**config.mk**
```make
export PLATFORM = sky130hd
export DESIGN_NAME = bf_prog_loader
export DESIGN_NICKNAME = d
export VERILOG_FILES = /design/src/rtl/bf_prog_loader.sv
export SDC_FILE = /design/constraint.sdc
export NUM_CORES = 1
export LEC_CHECK = 0
export CAP_MARGIN = 20
export CORE_MARGIN = 2
export CORE_UTILIZATION = 40
export DETAILED_ROUTE_END_ITERATION = 16
export PLACE_DENSITY = 0.78
export SLEW_MARGIN = 20
export SYNTH_ARGS = -nofsm -noshare
export SYNTH_HDL_FRONTEND = slang
export SYNTH_SLANG_ARGS = --single-unit
export TNS_END_PERCENT = 5
```
**constraint.sdc**
```tcl
create_clock -name i_clock -period 4.8 [get_ports i_clock]
set_clock_uncertainty 0.15 [all_clocks]
set_input_delay 0.96 -clock i_clock [delete_from_list [all_inputs] [get_ports i_clock]]
set_output_delay 0.96 -clock i_clock [all_outputs]
set_load 0.02 [all_outputs]
```
**src/rtl/bf_prog_loader.sv**
```systemverilog
// Source-text loader for the brainhack program memory: filters ASCII command
// bytes, encodes them to 3-bit opcodes, validates brackets/length and appends halt.
module bf_prog_loader #(
  parameter int ADDR_W  = 8,
  parameter int DEPTH_W = 4
) (
  input  logic              i_clock,
  input  logic              i_reset_n,
  input  logic              i_start,
  input  logic              i_byte_valid,
  input  logic [7:0]        i_byte,
  output logic              o_byte_ready,
  output logic              o_prgmem_we,
  output logic [ADDR_W-1:0] o_prgmem_addr,
  output logic [2:0]        o_prgmem_data,
  output logic              o_busy,
  output logic              o_done,
  output logic [2:0]        o_error,
  output logic [ADDR_W:0]   o_length,
  output logic [2:0]        o_dbg_state
);

  typedef enum logic [2:0] {
    S_IDLE = 3'd0,
    S_LOAD = 3'd1,
    S_TERM = 3'd2,
    S_DONE = 3'd3,
    S_ERR  = 3'd4
  } state_t;

  localparam logic [2:0] ERR_STRAY    = 3'd1;
  localparam logic [2:0] ERR_NEST     = 3'd2;
  localparam logic [2:0] ERR_LONG     = 3'd3;
  localparam logic [2:0] ERR_UNCLOSED = 3'd4;

  localparam logic [DEPTH_W-1:0] DEPTH_MAX = '1;
  localparam logic [ADDR_W-1:0]  COUNT_MAX = '1;

  state_t              state;
  logic [ADDR_W-1:0]   count;
  logic [DEPTH_W-1:0]  depth;
  logic                is_cmd;
  logic                is_term;
  logic                is_open;
  logic                is_close;
  logic [2:0]          opcode;
  logic                xfer;

  // Handshake: a byte is consumed on a rising edge where i_byte_valid and
  // o_byte_ready are both high; o_byte_ready is high only in LOAD.
  assign o_byte_ready = (state == S_LOAD);
  assign o_busy       = (state == S_LOAD) || (state == S_TERM);
  assign o_length     = {1'b0, count};
  assign o_dbg_state  = state;
  assign xfer         = i_byte_valid && (state == S_LOAD);

  always_comb begin
    is_cmd   = 1'b1;
    is_term  = 1'b0;
    opcode   = 3'b000;
    case (i_byte)
      8'h2B:   opcode = 3'b011;
      8'h2D:   opcode = 3'b010;
      8'h3E:   opcode = 3'b101;
      8'h3C:   opcode = 3'b100;
      8'h5B:   opcode = 3'b111;
      8'h5D:   opcode = 3'b110;
      8'h00, 8'h21: begin
        is_cmd  = 1'b0;
        is_term = 1'b1;
      end
      default: is_cmd = 1'b0;
    endcase
    is_open  = is_cmd && (opcode == 3'b111);
    is_close = is_cmd && (opcode == 3'b110);
  end

  always_ff @(posedge i_clock or negedge i_reset_n) begin
    if (!i_reset_n) begin
      state         <= S_IDLE;
      count         <= '0;
      depth         <= '0;
      o_prgmem_we   <= 1'b0;
      o_prgmem_addr <= '0;
      o_prgmem_data <= 3'b000;
      o_done        <= 1'b0;
      o_error       <= 3'd0;
    end else begin
      o_prgmem_we <= 1'b0;
      case (state)
        S_IDLE, S_DONE, S_ERR: begin
          if (i_start) begin
            state   <= S_LOAD;
            count   <= '0;
            depth   <= '0;
            o_error <= 3'd0;
            o_done  <= 1'b0;
          end
        end
        S_LOAD: begin
          if (xfer) begin
            if (is_term) begin
              o_prgmem_we   <= 1'b1;
              o_prgmem_addr <= count;
              o_prgmem_data <= 3'b000;
              state         <= S_TERM;
            end else if (is_cmd) begin
              // Error checks see pre-transfer values and suppress the write;
              // the last address is always reserved for the halt opcode.
              if (is_close && depth == '0) begin
                o_error <= ERR_STRAY;
                state   <= S_ERR;
              end else if (is_open && depth == DEPTH_MAX) begin
                o_error <= ERR_NEST;
                state   <= S_ERR;
              end else if (count == COUNT_MAX) begin
                o_error <= ERR_LONG;
                state   <= S_ERR;
              end else begin
                o_prgmem_we   <= 1'b1;
                o_prgmem_addr <= count;
                o_prgmem_data <= opcode;
                count         <= count + 1'b1;
                if (is_open)  depth <= depth + 1'b1;
                if (is_close) depth <= depth - 1'b1;
              end
            end
          end
        end
        S_TERM: begin
          if (depth == '0) begin
            o_done <= 1'b1;
            state  <= S_DONE;
          end else begin
            o_error <= ERR_UNCLOSED;
            state   <= S_ERR;
          end
        end
        default: state <= S_IDLE;
      endcase
    end
  end

endmodule

```
==> run_1/port_trees.png <==
Drawn at 6 px/micron.
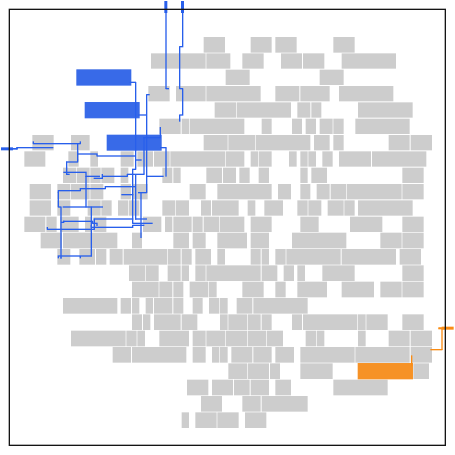
o_dbg_state: marked blue, direction output, edge 2 north, 1 west, end cells 3, buffers 3, wire 252 microns. o_prgmem_we: marked orange, direction output, edge east, end cells 1, buffers 1, wire 8.30 microns.
Port Buffer Count: 40
io pins: 42

==> run_1/route_heat.png <==
Drawn at 4 px/micron. The die is cut into 14 by 14 equal tiles; white is low, dark blue is high, scaled to the fullest tile. Values are wire area over tile area, all layers added.
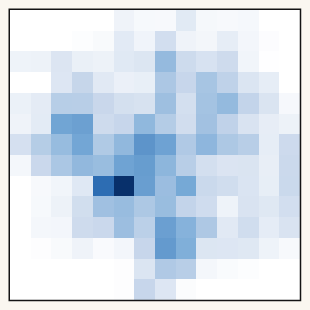
The fullest tile reaches 0.71. 6.6% of the tiles are over half the peak. The emptiest ninth of the die: south-west. The mean over all tiles is 0.13.

==> run_1/clock_wires.png <==
Drawn at 6 px/micron.
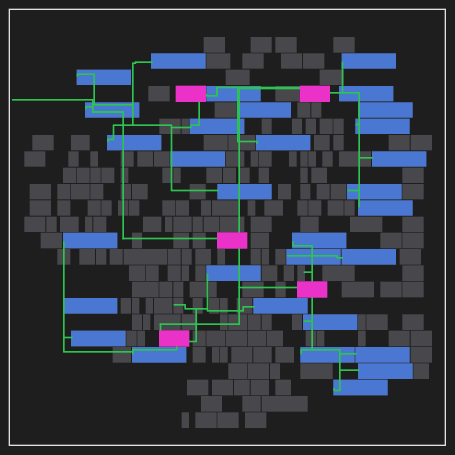
flip-flops: marked blue, count 31. clock-net drivers: marked magenta, count 5. clock wires: marked green, length 411 microns.
There are 6 routed clock nets.

run 1: worst max-delay path, delay by kind of cell:
family          cells  cell delay (ns)
simple gates        2             0.84
compound gates      5             0.67
buf+inv             1             0.57
fa+ha+maj           1             0.36
xor+xnor            1             0.16
run 1: placed cells by master, fill, tap and decap left out, drive strengths merged, types with 5 or more instances in the layout:
| cell type | count |
|---|---|
| nor3 | 5 |
| a21oi | 14 |
| nand3b | 6 |
| dfrtp | 31 |
| clkdlybuf4s50 | 40 |
| mux2 | 10 |
| nand3 | 5 |
| inv | 5 |
| clkbuf | 7 |
| nand2b | 8 |
| o31ai | 5 |
| nand2 | 18 |
| o21ai | 17 |
run 1: routing by layer:
layer / vias to the layer above / track usage
li1: 811 / -
met1: 778 / 0.228
met2: 61 / 0.267
met3: 8 / 0.0458
met4: 0 / 0.0638
met5: - / 0
==> ci_impl_report.md, run 1 <==
## Implementation flow summary

| Metric | Value |
|---|---|
| Critical path type | primary input to flip-flop |
| Crit path time final | 3.55 ns |
| ClkCell Share | 0.0339 |
| ANT nets after route | 0 |
| Vias | 1658 |
| Number of cells after detailed placement | 279 |
| Buffering overhead | 0.173 |
| Metal2 WL | 1970 microns |
| Post-CTS Hold Buffers | 0 |
| Biggest area consumer among synthesized cells | dfrtp_1 |
| RePlAce Congestion | 0.883 |
| Combinational share of cell area | 0.434 |
| Seq/total area | 0.324 |
| Placement Setup Slack | 0.993 ns |
| Initial drt markers | 82 |
| Fin Hold WS | 0.337 ns |
| Max Freq | 0.282 GHz |
| Core area | 4440 sq um |
| Unrepaired setup endpoints after global routing | false |
| Area fraction in and, or, nand and nor cells | 0.245 |
| Result of the run | complete, no violations |
| Die y size | 72.4 microns |
| Reg area | 776 sq um |
| DRC | 0 |
| Worst r2r dst | o_prgmem_addr[2]$_DFFE_PN0P_ |
| Cell Pwr Density | 351 nW/um^2 |
| Power Clock | 192 uW |
| Largest net degree at the start of global routing | 32 |
| Core Rows | 24 |
| CLK BUF | 7 |
| Syn. warnings | 0 |
| Power Total | 841 uW |
| Critical path startpoint category | primary input |
| Cell kind with the greatest summed area | logic gates |
| Worst-path clk slew | 0.06 ns |
| Mux contribution to synthesized area | 0.0701 |
| Inserted Clock Buffers | 5 |
| CP Capture Point | depth[3]$_DFFE_PN0P_ |
| TritonCTS Sinks | 31 |
| Commonest cells post-synth | dfrtp_1, nand2_1, o21ai_0 |
| Tot GR Track Use | 0.171 |
| Log Warnings | 26 |
| Critical-path maximum fanout | 5 |
| Layout cells sized above 1 | 0.0979 |
| Worst hold path depth | 2 |
| R2r setup slk | 1.93 ns |
| Top pwr grp | registers |
| CTS Root Cell | clkbuf_8 |
| Actual slew at the worst max-slew pin | 0.752 ns |
| TAP cells | 52 |
| CTS tree | done |
| EDFF count, synth | 0 |
| Register area share after synthesis | 0.414 |
| Clock power frac | 0.229 |
| Nets | 250 |
| Fillers | 391 |
| Detailed placement HPWL | 3150 microns |
| Worst setup EP type | flip-flop |
| Hold Path Class | flip-flop to flip-flop |
| Largest registers | count (8), o_prgmem_addr (8), depth (4) |
| Final setup vio count | 0 |
| Switch share | 0.368 |
| Wire per inst | 14.6 microns |
| Biggest area cells | dfrtp_1, o21ai_0, mux2_4 |
| Final hold vios | 0 |
| Clk buf depth | 2 |
| Most common reg cell | dfrtp_1 |
| FP Util | 0.421 |
| Setup TNS | 0 ns |
| Cycle use final | 0.739 |
| Int Pwr | 531 uW |
| Arrival time at the worst endpoint | 3.56 ns |
| Final Core Density | 0.539 |
| Syn_area_per_cell | 9.76 sq um |
| DRT met1 WL | 1930 microns |
| Cell with the most instances after synthesis | dfrtp_1 |
| Critical R2R Launch | depth[1]$_DFFE_PN0P_ |
| Share of total power in combinational logic | 0.384 |
| Flops & latches, synth | 31 |
| Vias per cell | 5.78 |
| Non-clock buffers | 42 |
| Vias in the first global route | 1506 |
| Synth Net Count | 208 |
| Post-Layout Cell Count | 287 |
| Gr ovfl total | 0 |
==> run_1/congestion_map.png <==
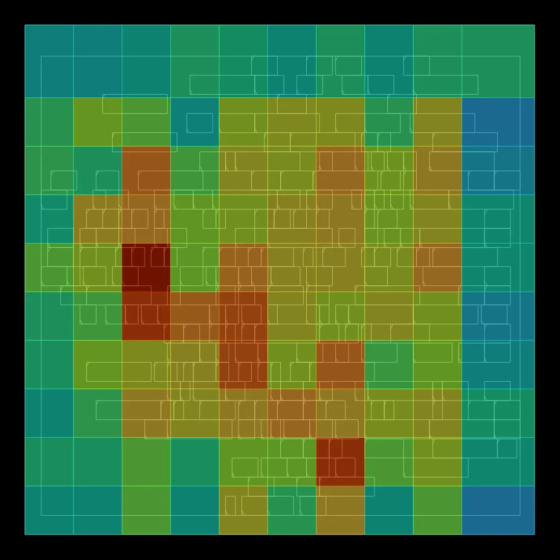

==> inputs of run 2 (changes only) <==
==> constraint.sdc (replaced) <==
create_clock -name i_clock -period 3.6 [get_ports i_clock]
set_clock_uncertainty 0.15 [all_clocks]
set_input_delay 0.72 -clock i_clock [delete_from_list [all_inputs] [get_ports i_clock]]
set_output_delay 0.72 -clock i_clock [all_outputs]
set_load 0.02 [all_outputs]
==> run_2/congestion_map.png <==
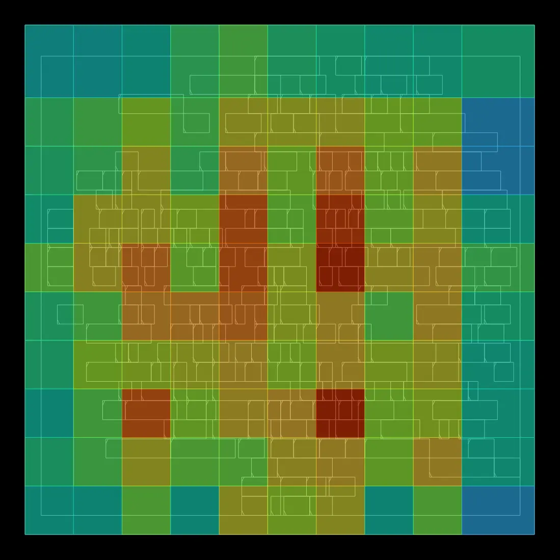
GR Layer Usage met1: 0.249
GR Layer Usage met3: 0.0431
wire per inst: 15.2 microns
Final Core Density: 0.551
Tot GR Track Use: 0.179

==> run 2 against run 1 <==
Effect of this change: power is 46% higher; global-route usage increased by 0.81 points; worst setup slack got worse by 0.86 ns; combinational power rose by 37%; synthesized cell count unchanged; cell area is 2.1% higher; clock power grew 85%; flip-flop count unchanged; critical path type unchanged; largest power group is now combinational cells.
==> ci_impl_report.md, run 2 <==
## Implementation flow summary

| Metric | Value |
|---|---|
| Result of the run | complete, no violations |
| Most common reg cell | dfrtp_1 |
| ClkCell Share | 0.0481 (+0.0141) |
| TritonCTS Sinks | 31 (unchanged) |
| Io pins | 42 (unchanged) |
| Post-Layout Cell Count | 289 (+0.70%) |
| Post-CTS Repair Setup Buffers | 0 |
| Placement Setup Slack | 0.155 ns (-0.838 ns) |
| CTS tree | done |
| Synth Net Count | 208 (unchanged) |
| Clk buf depth | 2 (unchanged) |
| Register area share after synthesis | 0.414 (unchanged) |
| Core Rows | 24 (unchanged) |
| Die y size | 72.4 microns (unchanged) |
| Share of total power in combinational logic | 0.360 (-0.024) |
| Crit path time final | 3.21 ns |
| Fillers | 412 (+5.4%) |
| Layout cells sized above 1 | 0.114 (+0.0161) |
| First-pass GRT wire length | 7390 microns |
| Worst setup EP type | flip-flop |
| Cycle use final | 0.891 |
| Worst path bufs/invs | 1 (unchanged) |
| Buffering overhead | 0.176 (+0.00250) |
| ANT nets after route | 0 (unchanged) |
| Vias in the first global route | 1552 (+3.1%) |
| Post-CTS Hold Buffers | 0 (unchanged) |
| Seq/total area | 0.317 (-0.00679) |
| Reg area | 776 sq um (unchanged) |
| Vias per cell | 5.76 (-0.21%) |
| Post-DP Area | 2330 sq um |
| CLK BUF | 6 (-1) |
| Post-Route WL | 4390 microns |
| CTS Root Cell | clkbuf_8 |
| Core area | 4440 sq um (unchanged) |
| Combinational share of cell area | 0.425 (-0.00910) |
| Power Clock | 355 uW (+85%) |
| Log Warnings | 26 (unchanged) |
| Top Layout Cells | clkdlybuf4s50_1, dfrtp_1, nand2_1 |
| Largest registers | count (8), o_prgmem_addr (8), depth (4) |
| Fin Hold WS | 0.337 ns (-0.000522 ns) |
| Port Buffer Count | 40 (unchanged) |
| Commonest cells post-synth | dfrtp_1, nand2_1, o21ai_0 |
| TAP cells | 52 (unchanged) |
| FP Util | 0.421 (unchanged) |
| Worst r2r dst | o_prgmem_addr[0]$_DFFE_PN0P_ |
| Inserted Clock Buffers | 5 (unchanged) |
| Biggest area consumer among synthesized cells | dfrtp_1 |
| Final hold vios | 0 (unchanged) |
| Cell with the most instances after synthesis | dfrtp_1 |
| Critical path type | primary input to flip-flop |
| Most numerous logic cell after layout | clkdlybuf4s50_1 |
| Vias | 1666 (+0.48%) |
| Largest net degree at the start of global routing | 32 (unchanged) |
| Detailed placement HPWL | 3250 microns (+3.3%) |
| Actual slew at the worst max-slew pin | 0.760 ns (+0.00829 ns) |
| Cell kind with the greatest summed area | logic gates |
| Worst hold path depth | 2 (unchanged) |
| Critical R2R Launch | depth[1]$_DFFE_PN0P_ |
| Seq_cells | 31 |
| Cell Pwr Density | 503 nW/um^2 (+43%) |
| Initial drt markers | 114 (+39%) |
| Required time worst endpoint | 3.66 ns |
| Worst-path clk slew | 0.07 ns (about the same) |
| Nets | 252 (+0.80%) |
| Comb gates | 149 |
| R2r setup slk | 0.81 ns (-1.12 ns) |
| Number of cells after detailed placement | 281 (+0.72%) |
| Power Total | 1.23 mW (+46%) |
| Unrepaired setup endpoints after global routing | false |
| CP delay by family, top | simple AND/OR/NAND/NOR gates |
| Flops & latches, synth | 31 (unchanged) |
| Clock power frac | 0.288 (+0.059) |
| Non-clock buffers | 44 (+4.8%) |
| Critical-path maximum fanout | 14 (+9) |
| Biggest area cells | dfrtp_1, o21ai_0, mux2_4 |
| EDFF count, synth | 0 (unchanged) |
| Max Freq | 0.312 GHz |
| Chip width | 72.4 microns |
| Hold Path Class | flip-flop to flip-flop |
| Final setup vio count | 0 (unchanged) |
| RePlAce Congestion | 0.902 (+2.1%) |
| Number of cells on the critical path | 7 (-3) |
| Final WS setup | 0.391 ns |
| Syn. warnings | 0 (unchanged) |
| Setup TNS | 0 ns (unchanged) |
| CP Capture Point | count[5]$_DFFE_PN0P_ |
| DRC | 0 (unchanged) |
| Synthesis area per yosys | 1870 sq um |
| Critical path startpoint category | primary input |
| Top pwr grp | combinational cells |
| Int Pwr | 803 uW (+51%) |
| Arrival time at the worst endpoint | 3.27 ns (-0.29 ns) |
| Gr ovfl total | 0 (unchanged) |
| Switch share | 0.348 (-0.0203) |
| Syn_area_per_cell | 9.76 sq um (unchanged) |
==> run_2/clock_wires.png <==
Drawn at 6 px/micron.
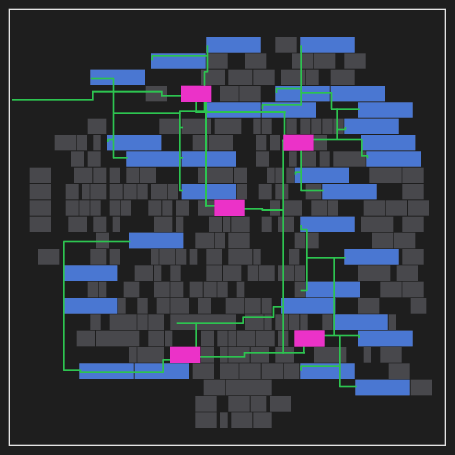
flip-flops: marked blue, count 31. clock-net drivers: marked magenta, count 5. clock wires: marked green, length 430 microns.
There are 6 routed clock nets. Position of the flops: spread over the die.

==> run 2: routing by layer <==
metal | up-vias | global-route usage | share of wire
met5 | - | 0 | 0
met3 | 5 | 0.0431 | 0.060
met1 | 785 | 0.249 | 0.45
met2 | 59 | 0.277 | 0.48
met4 | 0 | 0.0556 | 0.012
li1 | 817 | - | -
==> run 2: cells by family (layout without fill, tap and decap cells) <==
| family | count (synthesis) | in the layout | synth area share |
|---|---|---|---|
| AOI/OAI and AO/OA | 56 | 56 | 0.188 |
| xor gates and xnor gates | 4 | 4 | 0.0187 |
| adders and majority gates | 4 | 4 | 0.0307 |
| buffers and inverters | 12 | 57 | 0.0307 |
| DFF | 31 | 31 | 0.414 |
| muxes | 10 | 10 | 0.0701 |
| other | 1 | 1 | 0.00200 |
| and+or+nand+nor | 74 | 74 | 0.245 |
No activity file was given, so power comes from the tool's default toggle rates.
